Figure 1. Met3 routing.
Drawn at 6 px/um.
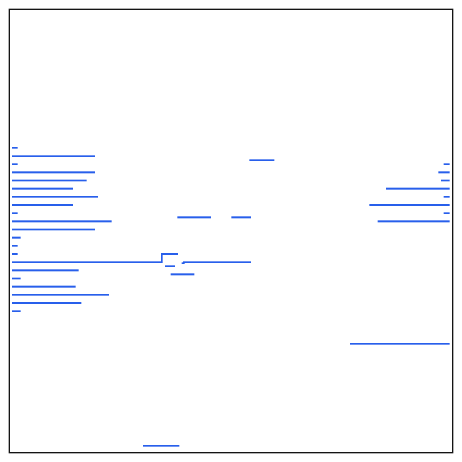
Figure 2. Drive-strength map.
Drawn at 4 px/um.
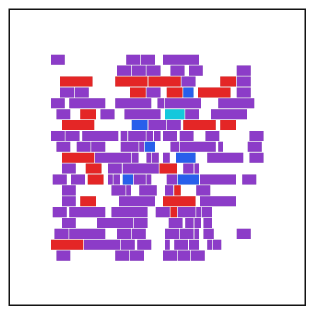
Figure 3. Selected gate families.
Drawn at 4 px/um.
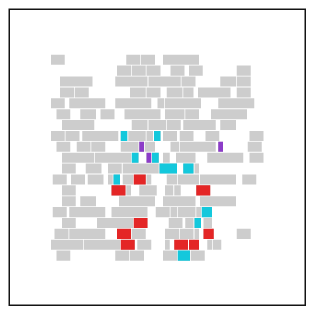
### config.mk
export PLATFORM = sky130hd
export DESIGN_NAME = dff_share_arbiter
export DESIGN_NICKNAME = d
export VERILOG_FILES = /design/src/rtl/dff_share_arbiter.sv
export SDC_FILE = /design/constraint.sdc
export NUM_CORES = 1
export LEC_CHECK = 0
export CORE_MARGIN = 10
export CORE_UTILIZATION = 40
export DETAILED_ROUTE_END_ITERATION = 7
export GPL_ROUTABILITY_DRIVEN = 1
export GPL_TIMING_DRIVEN = 0
export PLACE_DENSITY = 0.86
export SLEW_MARGIN = 20
export SYNTH_ARGS = -nofsm -noshare
export SYNTH_HDL_FRONTEND = slang
export SYNTH_SLANG_ARGS = --single-unit
export TNS_END_PERCENT = 1
### constraint.sdc
create_clock -name clk_i -period 2.06 [get_ports clk_i]
set_input_delay 0.412 -clock clk_i [delete_from_list [all_inputs] [get_ports clk_i]]
set_output_delay 0.412 -clock clk_i [all_outputs]
set_load 0.01 [all_outputs]
### src/rtl/dff_share_arbiter.sv
// Round-robin arbiter and write sequencer for a single shared W-bit register.
// One requester is granted at a time; its word is loaded, acknowledged, and released before re-arbitration.
module dff_share_arbiter #(
    parameter int unsigned     N       = 4,
    parameter int unsigned     W       = 8,
    parameter logic [W-1:0]    RST_VAL = '0,
    localparam int unsigned    IDW     = $clog2(N)
) (
    input  logic               clk_i,
    input  logic               rst_ni,
    input  logic [N-1:0]       req_i,
    input  logic [N*W-1:0]     wdata_i,
    output logic [N-1:0]       gnt_o,
    output logic [IDW-1:0]     gnt_id_o,
    output logic               ack_o,
    output logic               busy_o,
    output logic [W-1:0]       q_o
);

    typedef enum logic [1:0] {
        IDLE     = 2'd0,
        GRANT    = 2'd1,
        WAIT_REL = 2'd2
    } state_e;

    state_e         state_q, state_d;
    logic [N-1:0]   gnt_q, gnt_d;
    logic [IDW-1:0] gnt_id_q, gnt_id_d;
    logic [IDW-1:0] ptr_q, ptr_d;
    logic           ack_q, ack_d;
    logic           busy_q, busy_d;
    logic [W-1:0]   q_q, q_d;

    logic [IDW-1:0] win_c;
    logic           found_c;
    int             idx_c;

    // First set request bit scanning from ptr upward, wrapping past N-1 to 0.
    always_comb begin
        win_c   = '0;
        found_c = 1'b0;
        idx_c   = 0;
        for (int k = 0; k < int'(N); k++) begin
            idx_c = int'(ptr_q) + k;
            if (idx_c >= int'(N)) begin
                idx_c = idx_c - int'(N);
            end
            if (!found_c && req_i[idx_c[IDW-1:0]]) begin
                found_c = 1'b1;
                win_c   = idx_c[IDW-1:0];
            end
        end
    end

    always_comb begin
        state_d  = state_q;
        gnt_d    = gnt_q;
        gnt_id_d = gnt_id_q;
        ptr_d    = ptr_q;
        ack_d    = 1'b0;
        q_d      = q_q;
        unique case (state_q)
            IDLE: begin
                if (found_c) begin
                    state_d  = GRANT;
                    gnt_d    = N'(1) << win_c;
                    gnt_id_d = win_c;
                end
            end
            GRANT: begin
                if (req_i[gnt_id_q]) begin
                    q_d     = wdata_i[int'(gnt_id_q)*int'(W) +: W];
                    ack_d   = 1'b1;
                    state_d = WAIT_REL;
                end else begin
                    // Withdrawn before the load: ptr stays so the same scan repeats.
                    gnt_d   = '0;
                    state_d = IDLE;
                end
            end
            WAIT_REL: begin
                if (!req_i[gnt_id_q]) begin
                    gnt_d   = '0;
                    ptr_d   = (gnt_id_q == IDW'(N - 1)) ? '0 : gnt_id_q + IDW'(1);
                    state_d = IDLE;
                end
            end
            default: begin
                gnt_d   = '0;
                state_d = IDLE;
            end
        endcase
        busy_d = (state_d != IDLE);
    end

    always_ff @(posedge clk_i or negedge rst_ni) begin
        if (!rst_ni) begin
            state_q  <= IDLE;
            gnt_q    <= '0;
            gnt_id_q <= '0;
            ptr_q    <= '0;
            ack_q    <= 1'b0;
            busy_q   <= 1'b0;
            q_q      <= RST_VAL;
        end else begin
            state_q  <= state_d;
            gnt_q    <= gnt_d;
            gnt_id_q <= gnt_id_d;
            ptr_q    <= ptr_d;
            ack_q    <= ack_d;
            busy_q   <= busy_d;
            q_q      <= q_d;
        end
    end

    assign gnt_o    = gnt_q;
    assign gnt_id_o = gnt_id_q;
    assign ack_o    = ack_q;
    assign busy_o   = busy_q;
    assign q_o      = q_q;

endmodule

==> results.ini <==
[worst_setup_path]
r2r-end = q_o[1]
cp_cell_sequence = clkdlybuf4s50_1, mux4_2, nand2_4, mux2_2
worst_ep_arrival_time_ps = 2070
startpoint_type = input pin

[route]
met2WireLength_um = 1730
drt_first_pass_iters = 4
avgViaCountPerCell = 5.71
highest_layer = met4

[hold_path]
min_delay_worst_endpoint = gnt_o[2]
holdPathStages = 1
hp-start = gnt_o[2]

[sta]
fin_crit_ps = 1870
drv_slew = 0
whs_ps = 511
max_slew.worst_pin.slew_ps = 872
finalHoldViolations = 0

[global_routing]
grt_use_total = 0.126
use_met1 = 0.132

[finish]
inverters = 3
seq_cells = 20
clkbuf_count = 4
drive_gt1_frac = 0.189
seq-cell-share = 0.285
sh_comb_area = 0.358
comb_cells = 61
syn_to_final_growth_pct = 52.6

[floorplan]
die-area_um2 = 5420
rows = 19

[yosys]
synth-edff-count = 0
synth.most_common_cell = dfrtp_1
yosys_cells = 86
ys_chip_area_um2 = 1150
fp_nets = 129
synthFlopType = dfrtp_1
ys_types = 28
logic_family = multiplexers

[clock_tree]
insertion_delay_ps = 310
htreeDepth = 1

[run_status]
status = finished clean

[power_and_ir_drop]
power_density_nw_per_um2 = 1310

## Picture notes: Figure 1
nets with wire on the layer: 34
main direction: horizontal
longest straight run: 24.8 um
share of all routed wire: 8.5%
GR Layer Usage met3: 0.0458
final wirelength: 3270 um
via count: 994

## Picture notes: Figure 2
| size | colour | cells | share | most used |
|---|---|---|---|---|
| _6 and larger | cyan | 1 | 0.70% | clkbuf_8 |
| _0 and _1 cells | purple | 116 | 81% | clkdlybuf4s50_1 |
| _2 cells | red | 20 | 14% | mux4_2 |
| _3 and _4 cells | blue | 6 | 4.2% | clkbuf_4 |

## Picture notes: Figure 3
| family | colour | cells |
|---|---|---|
| non-inverting ao/oa cells | red | 9 |
| aoi and oai cells | cyan | 10 |
| inv cells | purple | 3 |

==> power groups by stage <==
stage	Combinational, mW	Clock, mW	Sequential, mW
3_5_place_dp	1.35	0	0.722
5_1_grt	1.47	0.252	0.737
3_3_place_gp	1.31	0	0.707
4_1_cts	1.37	0.238	0.712
6_report	1.35	0.234	0.712
2_1_floorplan	0.755	0	0.768
==> cells in the final DEF (no fill, tap or decap), drive strengths merged, types with 3 or more instances in the layout <==
| master | instances |
|---|---|
| mux2 | 9 |
| inv | 3 |
| clkdlybuf4s50 | 53 |
| nand3 | 3 |
| ha | 5 |
| mux4 | 9 |
| o21ai | 4 |
| clkbuf | 4 |
| a32o | 4 |
| nand2b | 3 |
| nand2 | 7 |
| dfrtp | 20 |
Power figures rest on the tool's default switching activity, not on a simulated workload.
